==> src/rtl/cpu_run_ctrl_if.sv <==
// Run-control bundle between the CPU harness and cpu_run_ctrl: PC sampling and
// stop request in, core reset and run status out.
interface cpu_run_ctrl_if #(
    parameter int PC_W  = 32,
    parameter int CNT_W = 32
);
    logic [PC_W-1:0]  pc;
    logic             pc_valid;
    logic             halt_req;
    logic             core_reset;
    logic             running;
    logic             done;
    logic             timeout;
    logic [CNT_W-1:0] cycle_cnt;

    modport master (
        output pc, pc_valid, halt_req,
        input  core_reset, running, done, timeout, cycle_cnt
    );

    modport slave (
        input  pc, pc_valid, halt_req,
        output core_reset, running, done, timeout, cycle_cnt
    );
endinterface

==> src/rtl/cpu_run_ctrl.sv <==
// Holds a CPU in reset, lets it run, and stops it on a halt request, a stuck PC
// or an exhausted cycle budget.
//
//   state      | meaning
//   -----------+---------------------------------------------------------
//   ST_HOLD    | core_reset asserted for RST_CYCLES clocks after reset
//   ST_RUN     | core released, cycle budget and PC repeat tracking active
//   ST_DONE    | halted (request or stuck PC); core frozen until reset
//   ST_TIMEOUT | budget exhausted; core frozen until reset
module cpu_run_ctrl #(
    parameter int RST_CYCLES  = 5,
    parameter int MAX_CYCLES  = 10000,
    parameter int HALT_REPEAT = 4,
    parameter int PC_W        = 32,
    parameter int CNT_W       = 32
) (
    input  logic          clk,
    input  logic          reset,
    cpu_run_ctrl_if.slave bus
);
    localparam int HOLD_W = $clog2(RST_CYCLES + 1);
    localparam int REP_W  = $clog2(HALT_REPEAT + 1);

    localparam logic [HOLD_W-1:0] HOLD_LAST = HOLD_W'(RST_CYCLES - 1);
    localparam logic [REP_W-1:0]  REP_TGT   = REP_W'(HALT_REPEAT);
    localparam logic [CNT_W-1:0]  CNT_MAX   = CNT_W'(MAX_CYCLES);

    localparam logic [1:0] ST_HOLD    = 2'd0;
    localparam logic [1:0] ST_RUN     = 2'd1;
    localparam logic [1:0] ST_DONE    = 2'd2;
    localparam logic [1:0] ST_TIMEOUT = 2'd3;

    logic [1:0]        state_q, state_d;
    logic [HOLD_W-1:0] hold_cnt_q, hold_cnt_d;
    logic [CNT_W-1:0]  cycle_cnt_q, cycle_cnt_d;
    logic [REP_W-1:0]  rep_cnt_q, rep_cnt_d;
    logic [PC_W-1:0]   last_pc_q, last_pc_d;
    logic              pc_seen_q, pc_seen_d;
    logic              core_reset_q, core_reset_d;
    logic              running_q, running_d;
    logic              done_q, done_d;
    logic              timeout_q, timeout_d;
    logic              halt;
    logic              budget_out;

    always_comb begin
        state_d     = state_q;
        hold_cnt_d  = hold_cnt_q;
        cycle_cnt_d = cycle_cnt_q;
        rep_cnt_d   = rep_cnt_q;
        last_pc_d   = last_pc_q;
        pc_seen_d   = pc_seen_q;
        halt        = 1'b0;
        budget_out  = 1'b0;

        case (state_q)
            ST_HOLD: begin
                hold_cnt_d = hold_cnt_q + HOLD_W'(1);
                if (hold_cnt_q == HOLD_LAST) begin
                    state_d = ST_RUN;
                end
            end
            ST_RUN: begin
                if (cycle_cnt_q != CNT_MAX) begin
                    cycle_cnt_d = cycle_cnt_q + CNT_W'(1);
                end
                budget_out = (cycle_cnt_d == CNT_MAX);

                // The first valid sample only primes last_pc.
                if (bus.pc_valid) begin
                    last_pc_d = bus.pc;
                    pc_seen_d = 1'b1;
                    if (pc_seen_q) begin
                        rep_cnt_d = (bus.pc == last_pc_q) ? rep_cnt_q + REP_W'(1) : '0;
                    end
                end

                halt = bus.halt_req || (rep_cnt_d == REP_TGT);
                if (halt) begin
                    state_d = ST_DONE;
                end else if (budget_out) begin
                    state_d = ST_TIMEOUT;
                end
            end
            default: begin
            end
        endcase

        core_reset_d = (state_d != ST_RUN);
        running_d    = (state_d == ST_RUN);
        done_d       = (state_d == ST_DONE);
        timeout_d    = (state_d == ST_TIMEOUT);
    end

    always_ff @(posedge clk or posedge reset) begin
        if (reset) begin
            state_q      <= ST_HOLD;
            hold_cnt_q   <= '0;
            cycle_cnt_q  <= '0;
            rep_cnt_q    <= '0;
            last_pc_q    <= '0;
            pc_seen_q    <= 1'b0;
            core_reset_q <= 1'b1;
            running_q    <= 1'b0;
            done_q       <= 1'b0;
            timeout_q    <= 1'b0;
        end else begin
            state_q      <= state_d;
            hold_cnt_q   <= hold_cnt_d;
            cycle_cnt_q  <= cycle_cnt_d;
            rep_cnt_q    <= rep_cnt_d;
            last_pc_q    <= last_pc_d;
            pc_seen_q    <= pc_seen_d;
            core_reset_q <= core_reset_d;
            running_q    <= running_d;
            done_q       <= done_d;
            timeout_q    <= timeout_d;
        end
    end

    assign bus.core_reset = core_reset_q;
    assign bus.running    = running_q;
    assign bus.done       = done_q;
    assign bus.timeout    = timeout_q;
    assign bus.cycle_cnt  = cycle_cnt_q;
endmodule
==> src/flat_wrapper.sv <==
// flat-port wrapper written by rule: the top's interface ports become plain ports
module cpu_run_ctrl_flat 
#(
    parameter int RST_CYCLES  = 5,
    parameter int MAX_CYCLES  = 10000,
    parameter int HALT_REPEAT = 4,
    parameter int PC_W        = 32,
    parameter int CNT_W       = 32
)
  (clk, reset, bus_pc, bus_pc_valid, bus_halt_req, bus_core_reset, bus_running, bus_done, bus_timeout, bus_cycle_cnt);
  cpu_run_ctrl_if #(.PC_W(PC_W), .CNT_W(CNT_W)) bus_i ();
  input  logic clk;
  input  logic reset;
  input wire logic [$bits(bus_i.pc)-1:0] bus_pc;
  input wire logic [$bits(bus_i.pc_valid)-1:0] bus_pc_valid;
  input wire logic [$bits(bus_i.halt_req)-1:0] bus_halt_req;
  output wire logic [$bits(bus_i.core_reset)-1:0] bus_core_reset;
  output wire logic [$bits(bus_i.running)-1:0] bus_running;
  output wire logic [$bits(bus_i.done)-1:0] bus_done;
  output wire logic [$bits(bus_i.timeout)-1:0] bus_timeout;
  output wire logic [$bits(bus_i.cycle_cnt)-1:0] bus_cycle_cnt;
  assign bus_i.pc = bus_pc;
  assign bus_i.pc_valid = bus_pc_valid;
  assign bus_i.halt_req = bus_halt_req;
  assign bus_core_reset = bus_i.core_reset;
  assign bus_running = bus_i.running;
  assign bus_done = bus_i.done;
  assign bus_timeout = bus_i.timeout;
  assign bus_cycle_cnt = bus_i.cycle_cnt;
  cpu_run_ctrl #(.RST_CYCLES(RST_CYCLES), .MAX_CYCLES(MAX_CYCLES), .HALT_REPEAT(HALT_REPEAT), .PC_W(PC_W), .CNT_W(CNT_W)) u_core (.clk(clk), .reset(reset), .bus(bus_i));
endmodule
==> config.mk <==
export PLATFORM = sky130hd
export DESIGN_NAME = cpu_run_ctrl_flat
export DESIGN_NICKNAME = d
export VERILOG_FILES = /design/src/rtl/cpu_run_ctrl_if.sv /design/src/rtl/cpu_run_ctrl.sv /design/src/flat_wrapper.sv
export SDC_FILE = /design/constraint.sdc
export NUM_CORES = 1
export LEC_CHECK = 0
export CAP_MARGIN = 10
export CORE_UTILIZATION = 45
export DETAILED_ROUTE_END_ITERATION = 6
export GPL_ROUTABILITY_DRIVEN = 0
export PLACE_DENSITY = 0.69
export SYNTH_ARGS = -nofsm -noshare
export SYNTH_HDL_FRONTEND = slang
export SYNTH_SLANG_ARGS = --single-unit
export TNS_END_PERCENT = 20
==> constraint.sdc <==
create_clock -name clk -period 4.2 [get_ports clk]
set_clock_uncertainty 0.2 [all_clocks]
set_input_delay 0.42 -clock clk [delete_from_list [all_inputs] [get_ports clk]]
set_output_delay 0.42 -clock clk [all_outputs]
set_load 0.1 [all_outputs]
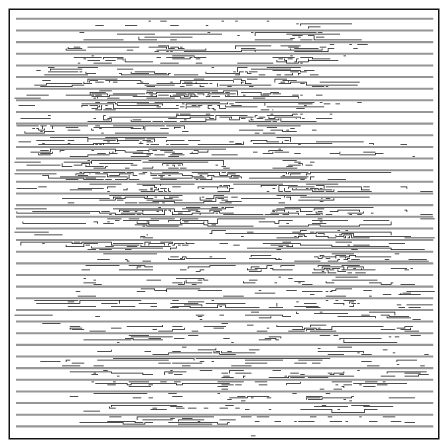
Figure 1: signal wires on met1.
Supply wires on this layer in gray.
- wire length on this layer: 4340 µm
- share of all routed wire: 47%
- nets with wire on the layer: 475
- main direction: horizontal
post-detailed-routing wire length: 9.25 mm
Vias: 3265
GR Layer Usage met1: 28.0%

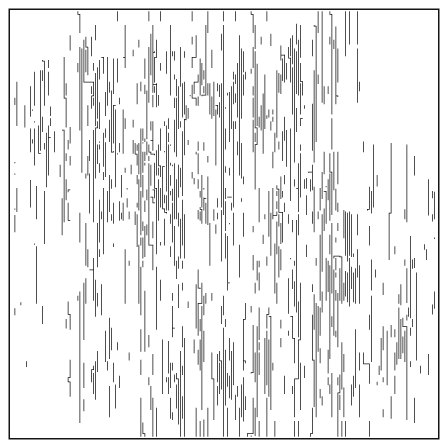
Figure 2: metal 2.
- share of all routed wire: 48%
- nets with wire on the layer: 459
- longest straight run: 44.2 µm
- wire length on this layer: 4420 µm
- main direction: vertical
fraction of met2 tracks used by global routing: 31.4%

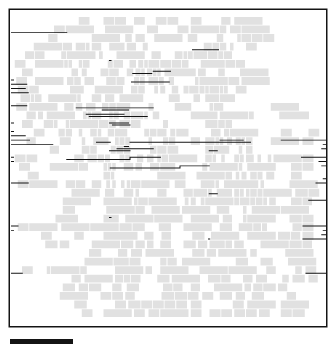
Figure 3: met3 routing.
Bar = 20 µm.
- main direction: horizontal
- nets with wire on the layer: 46

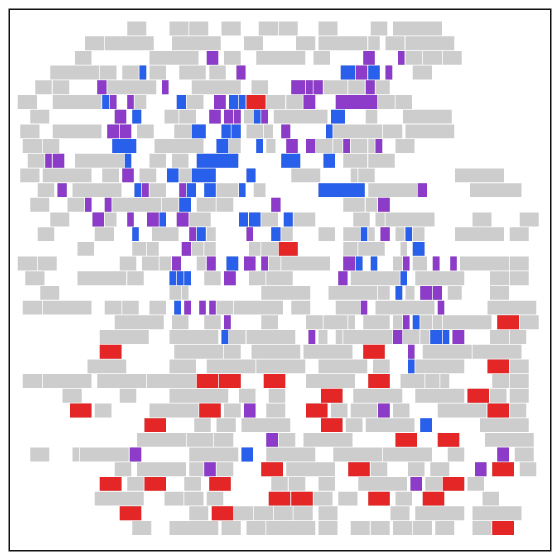
Figure 4: gate families picked out.
- nand cells: purple (cells 79)
- mux cells: red (cells 34)
- nor cells: blue (cells 56)
most common logic cell in the routed design: dfrtp_1
Comb area share: 42.2%
final instance count without filler cells: 610

==> flow_summary.json <==
{
  "run_status": "complete, no violations",
  "timing_hold_violations_final": 0,
  "worst_r2r_endpoint": "u_core.bus.running$_DFF_PP0_",
  "finalSetupViolCount": 0,
  "fin_tns_setup_ns": 0,
  "nNonClkInverters": 8,
  "met3_routed_length_um": 376,
  "top_layer": "met4",
  "largest_class": "combinational gates",
  "largest_area_cell": "dfrtp_1",
  "switchingPower_mw": 0.334,
  "dr_wl_cell_um": 15.2,
  "power.combinational.fraction_pct": 5.1,
  "irDropWorstVdd_v": 0.000171,
  "warning_count": 28,
  "power_frac_seq_pct": 50.7,
  "achievable-frequency_mhz": 300,
  "timing.critical_path.slowest_stage_cell": "or4_4",
  "floorplan.core_area_mm2": 0.00928,
  "edf_count": 0,
  "synth.most_common_cell": "dfrtp_1",
  "postLayoutCoreUtil_pct": 57.7,
  "worstPathRequired_ns": 4.24,
  "grt_busiest_layer": "met2",
  "synth.cell_area_mm2": 0.00432,
  "die-height_um": 100,
  "path_class": "reg2reg",
  "mi_logic_area_mm2": 0.00226,
  "finalCritPeriodShare_pct": 79.3,
  "multi_input_comb_cells": 306,
  "r2r.worst_path.cells": 8,
  "ff2ff_setup_slack_ns": 0.87,
  "p_clk_share_pct": 44.2,
  "worst_setup_hold_path_clk_slew_ns": 0.09
}
